Run 1, the metal 1 layer:
(3 px per µm) Supply wires on this layer in grey.
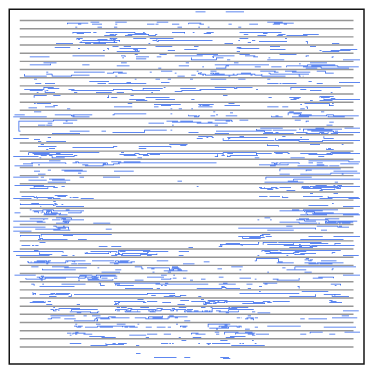
Run 1, M2 wires:
(2 px per µm) Cells faint in the background.
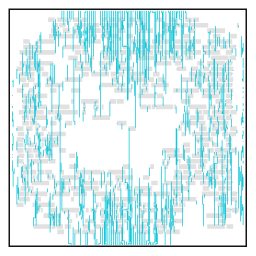
Run 1, metal 3:
(3 px per µm)
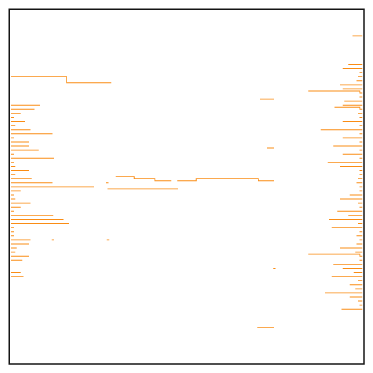
Design apb_cmd_master, sky130hd; sources not shown.
==> run summary, run 1 <==
outcome -> complete, no violations
CP Cell Sequence -> inv_1, ha_1, clkdlybuf4s50_1
Final WS setup -> 4330 ps
CTS Hold Bufs -> 0
finished layout cell area -> 0.00624 mm²
Crit-path slowest cell -> clkdlybuf4s50_1
Clock Power Share -> 13.2%
Clock Tree Root -> clkbuf_8
total power -> 2.77 mW
NonClk Buf Share -> 32.7%
Commonest Layout Cell -> clkdlybuf4s50_1
critical path's largest stage delay -> 580 ps
floorplan net count -> 398
critical path depth -> 3
ANT cells -> 0
Setup violations, final -> 0
CTS buffer count -> 9
cell area after synthesis -> 0.00387 mm²
Final nets -> 596
CLK BUF -> 9
period utilization -> 35.4%
met3 wire len -> 641 µm
cell depth of the worst flop-to-flop path -> 5
Multiplexer share -> 19.5%
crit path DRT -> 6030 ps
Die ar. -> 0.0139 mm²
startpoint type of the worst setup path -> flop
P&R area growth vs syn -> 61.2%
postcts setup bufs -> 0
## Picture notes: 'the metal 1 layer'
The wires run mostly horizontal. The layer carries 4130 µm of wire.
total number of vias: 2861
GR met1 Demand/Resource: 17.1%
Routed WL: 10000 µm

## Picture notes: 'M2 wires'
The longest straight run is 55.8 µm. The wires run mostly vertical. The layer holds 51% of the routed length.
GR Util met2: 25.2%

## Picture notes: 'metal 3'
The layer holds 6.4% of the routed length. 105 nets have wire on it.
global-route met3 utilization: 4.13%

## run 1: through the flow
step	utilization, %	std cells	hold slack (ps)
final	51.5	662	485
after CTS	51.5	662	491
after detailed placement	50.0	648	471
after global routing	51.5	662	517
after global placement	50.0	648	463
after floorplan	-	293	512
## run 1: Yosys cell counts
cell type,number
dfrtp_1,99
mux2_2,65
nand2_1,34
nand2b_1,32
o21ai_0,32
clkbuf_1,9
buf_2,7
inv_1,6
ha_1,3
a222oi_1,1
buf_4,1
conb_1,1
mux2_1,1
mux2i_1,1
nor2_1,1
## run 1: power by group through the flow
stage	registers (mW)	clock network [mW]	logic (mW)
finish	1.06	0.365	1.34
detailed placement	1.08	0	1.35
global placement	1.06	0	1.33
CTS	1.07	0.385	1.36
floorplan	1.18	0	0.465
global route	1.11	0.407	1.43
Run 1, met4 routing:
(3 px per µm) Supply wires on this layer in grey.
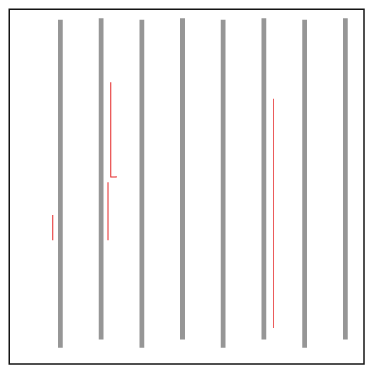

==> run 2: changes to the inputs <==
--- a/config.mk
+++ b/config.mk
@@ -5,7 +5,7 @@
 export SDC_FILE = /design/constraint.sdc
 export NUM_CORES = 1
 export LEC_CHECK = 0
-export ABC_CLOCK_PERIOD_IN_PS = 6700
+export ABC_CLOCK_PERIOD_IN_PS = 2400
 export CAP_MARGIN = 20
 export CORE_MARGIN = 3
 export CORE_UTILIZATION = 31
==> constraint.sdc (replaced) <==
create_clock -name PCLK -period 2.4 [get_ports PCLK]
set_input_delay 0.24 -clock PCLK [delete_from_list [all_inputs] [get_ports PCLK]]
set_output_delay 0.24 -clock PCLK [all_outputs]
set_load 0.01 [all_outputs]
Run 2, met4 routing:
(3 px per µm) Supply wires on this layer in grey.
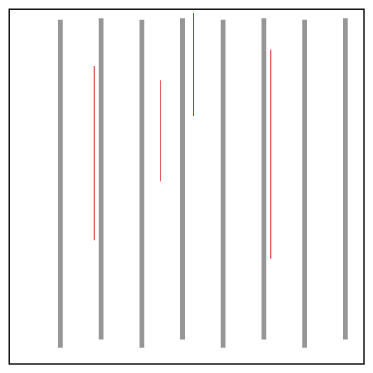
The layer holds 2.0% of the routed length. The wires run mostly vertical. The layer carries 195 µm of wire.
Routed WL: 9600 µm
total number of vias: 2887

Run 2, metal 3:
(3 px per µm)
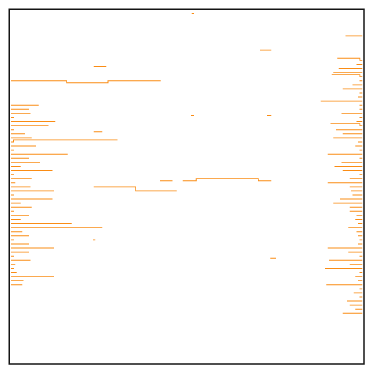
The layer carries 758 µm of wire. The longest straight run is 34.5 µm.
global-route met3 utilization: 4.52%

==> run 2 against run 1 <==
  * Clock power rose to 3.1 times the previous value
  * Largest power group unchanged
  * Setup slack worse by 3900 ps
  * Highest routed layer unchanged
  * Critical path type unchanged
  * Utilization up 0.56 points
  * Register-to-register slack worse by 4000 ps
  * Via count up 0.91%
==> run summary, run 2 <==
cell depth of the worst flop-to-flop path -> 4
cell area after synthesis -> 0.00387 mm²
CTS buffer count -> 9
Die ar. -> 0.0139 mm²
Seq. pwr -> 2.90 mW
outcome -> complete, no violations
Core Util, Final -> 52.1%
ANT cells -> 0
combinational power -> 3.81 mW
non-filler cells, final -> 666
most frequent cell after synthesis -> dfrtp_1
Async SR Flop Fraction -> 100%
Top Consumer -> combinational logic
startpoint type of the worst setup path -> flop
floorplan net count -> 398
GR Util met2 -> 23.0%
total power -> 7.84 mW
EDFF count, synth -> 0
crit path DRT -> 2160 ps
Final nets -> 598
Final WS setup -> 428 ps
Clock Power Share -> 14.4%
Setup violations, final -> 0
GR met1 Demand/Resource -> 17.6%
placed cell count -> 650
Commonest Layout Cell -> clkdlybuf4s50_1
P&R area growth vs syn -> 62.9%
period utilization -> 82.2%
[run 2: cell counts after synthesis]
Identical to the previous run, type by type.
[run 2: area by class of cell]
class	count	area [µm²]
Fill cell	1094	5800
Timing Repair Buffer	206	2080
Sequential cell	99	2480
Multi-Input combinational cell	171	1310
Inverter	6	26.3
Clock inverter	5	60.1
Tap cell	168	210
Clock buffer	11	151
[run 2: worst max-delay path: stages (launching register included)]
cell             delay, ps
dfrtp_1                400
inv_1                  100
ha_1                   270
clkdlybuf4s50_1        590
[run 2: cells by family (layout without fill, tap and decap cells)]
group	after synthesis	in the layout	share of synthesized area [%]
buffers and inverters	23	228	2.55
other	1	1	0.0968
adder cells (fa/ha/maj)	3	3	0.969
flip-flops	99	99	64.0
AND-OR/OR-AND	33	33	4.39
AND/OR/NAND/NOR	67	67	8.56
multiplexers	67	67	19.5
Run 2, M2 wires:
(2 px per µm) Cells faint in the background.
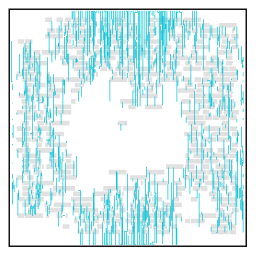

==> run 3: changes to the inputs <==
--- a/config.mk
+++ b/config.mk
@@ -5,7 +5,7 @@
 export SDC_FILE = /design/constraint.sdc
 export NUM_CORES = 1
 export LEC_CHECK = 0
-export ABC_CLOCK_PERIOD_IN_PS = 2400
+export ABC_CLOCK_PERIOD_IN_PS = 2060
 export CAP_MARGIN = 20
 export CORE_MARGIN = 3
 export CORE_UTILIZATION = 31
==> constraint.sdc (replaced) <==
create_clock -name PCLK -period 2.06 [get_ports PCLK]
set_input_delay 0.206 -clock PCLK [delete_from_list [all_inputs] [get_ports PCLK]]
set_output_delay 0.206 -clock PCLK [all_outputs]
set_load 0.01 [all_outputs]
Run 3, M2 wires:
(2 px per µm) Cells faint in the background.
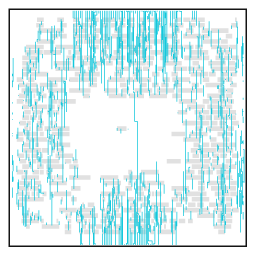
The layer holds 50% of the routed length. The longest straight run is 49.0 µm.
GR Util met2: 24.3%
Routed WL: 9690 µm
total number of vias: 2891

==> run 3 against run 2 <==
  * Sequential power is 16% higher
  * Power is 20% higher
  * Largest cell class unchanged
  * Clock skew is 4.9 ps lower
==> run summary, run 3 <==
outcome -> complete, no violations
TNS Setup -> 0 ps
CTS buffer count -> 9
yosys aoi share -> 4.39%
area fraction in xor and xnor cells -> 0%
combinational power -> 4.50 mW
worst hold path class -> in -> async
finished layout cell area -> 0.00639 mm²
critical path depth -> 3
CTS Hold Bufs -> 0
CP Cell Sequence -> inv_1, ha_1, clkdlybuf4s50_1
worst path bufs/invs -> 2
ranking of synthesized cells by instance count -> dfrtp_1, mux2_2, nand2_1
Core Util, Final -> 52.8%
Final nets -> 600
Setup violations, final -> 0
Crit-path slowest cell -> clkdlybuf4s50_1
startpoint type of the worst setup path -> flop
Layout fillers -> 1100
Final WS setup -> 176 ps
Register Area -> 0.00248 mm²
Async SR Flop Fraction -> 100%
Top Consumer -> combinational logic
Seq. pwr -> 3.37 mW
dominant register cell -> dfrtp_1
EDFF count, synth -> 0
Synth Area in Adders -> 0.969%
period utilization -> 91.5%
cell area after synthesis -> 0.00387 mm²
Die ar. -> 0.0139 mm²
pre-CTS setup slack -> 312 ps
ANT cells -> 0
worst hold slack -> 192 ps
hpwl dp -> 7350 µm
postcts setup bufs -> 0
peak supply drop -> 614 µV
cell depth of the worst flop-to-flop path -> 5
CP delay by family, top -> buffers and inverters
P&R area growth vs syn -> 65.1%
Clock Tree Root -> clkbuf_8
Max Cap Violations -> 0
most frequent cell after synthesis -> dfrtp_1
critical path's largest stage delay -> 570 ps
crit path DRT -> 1850 ps
area taken by multi-input logic gates -> 0.00130 mm²
clock group total power -> 1.50 mW
yosys simple share -> 8.56%
Run 3, the metal 1 layer:
(3 px per µm) Supply wires on this layer in grey.
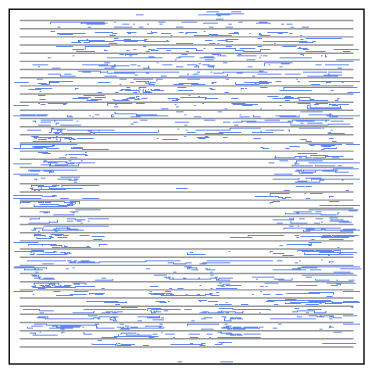
The longest straight run is 24.4 µm. 521 nets have wire on it. The wires run mostly horizontal. The layer carries 3940 µm of wire. The layer holds 41% of the routed length.
GR met1 Demand/Resource: 17.0%

==> run 3: cell counts after synthesis <==
No cell type changed its count.
==> run 3: through the flow <==
| step | power, mW | cells |
|---|---|---|
| after floorplan | 5.35 | 293 |
| after global placement | 7.88 | 652 |
| after detailed placement | 8.01 | 652 |
| after CTS | 9.55 | 668 |
| after global routing | 10.0 | 668 |
| final | 9.37 | 668 |
==> run 3: layer usage <==
metal	track usage (%)	part of all wire, %	up-vias
met4	5.93	1.8	0
met5	0	0	-
met3	4.57	7.7	11
met1	17.0	41	1386
li1	-	-	1375
met2	24.3	50	119
==> run 3: final cells by class <==
cell class                 count  area share, %
clock buffer                  10           2.15
timing repair buffer         208           33.3
sequential                    99           38.7
inverter                       6          0.411
clock inverter                 6           1.76
tap                          168           3.29
multi-input combinational    171           20.3
Power is estimated from default activity; no workload was simulated.
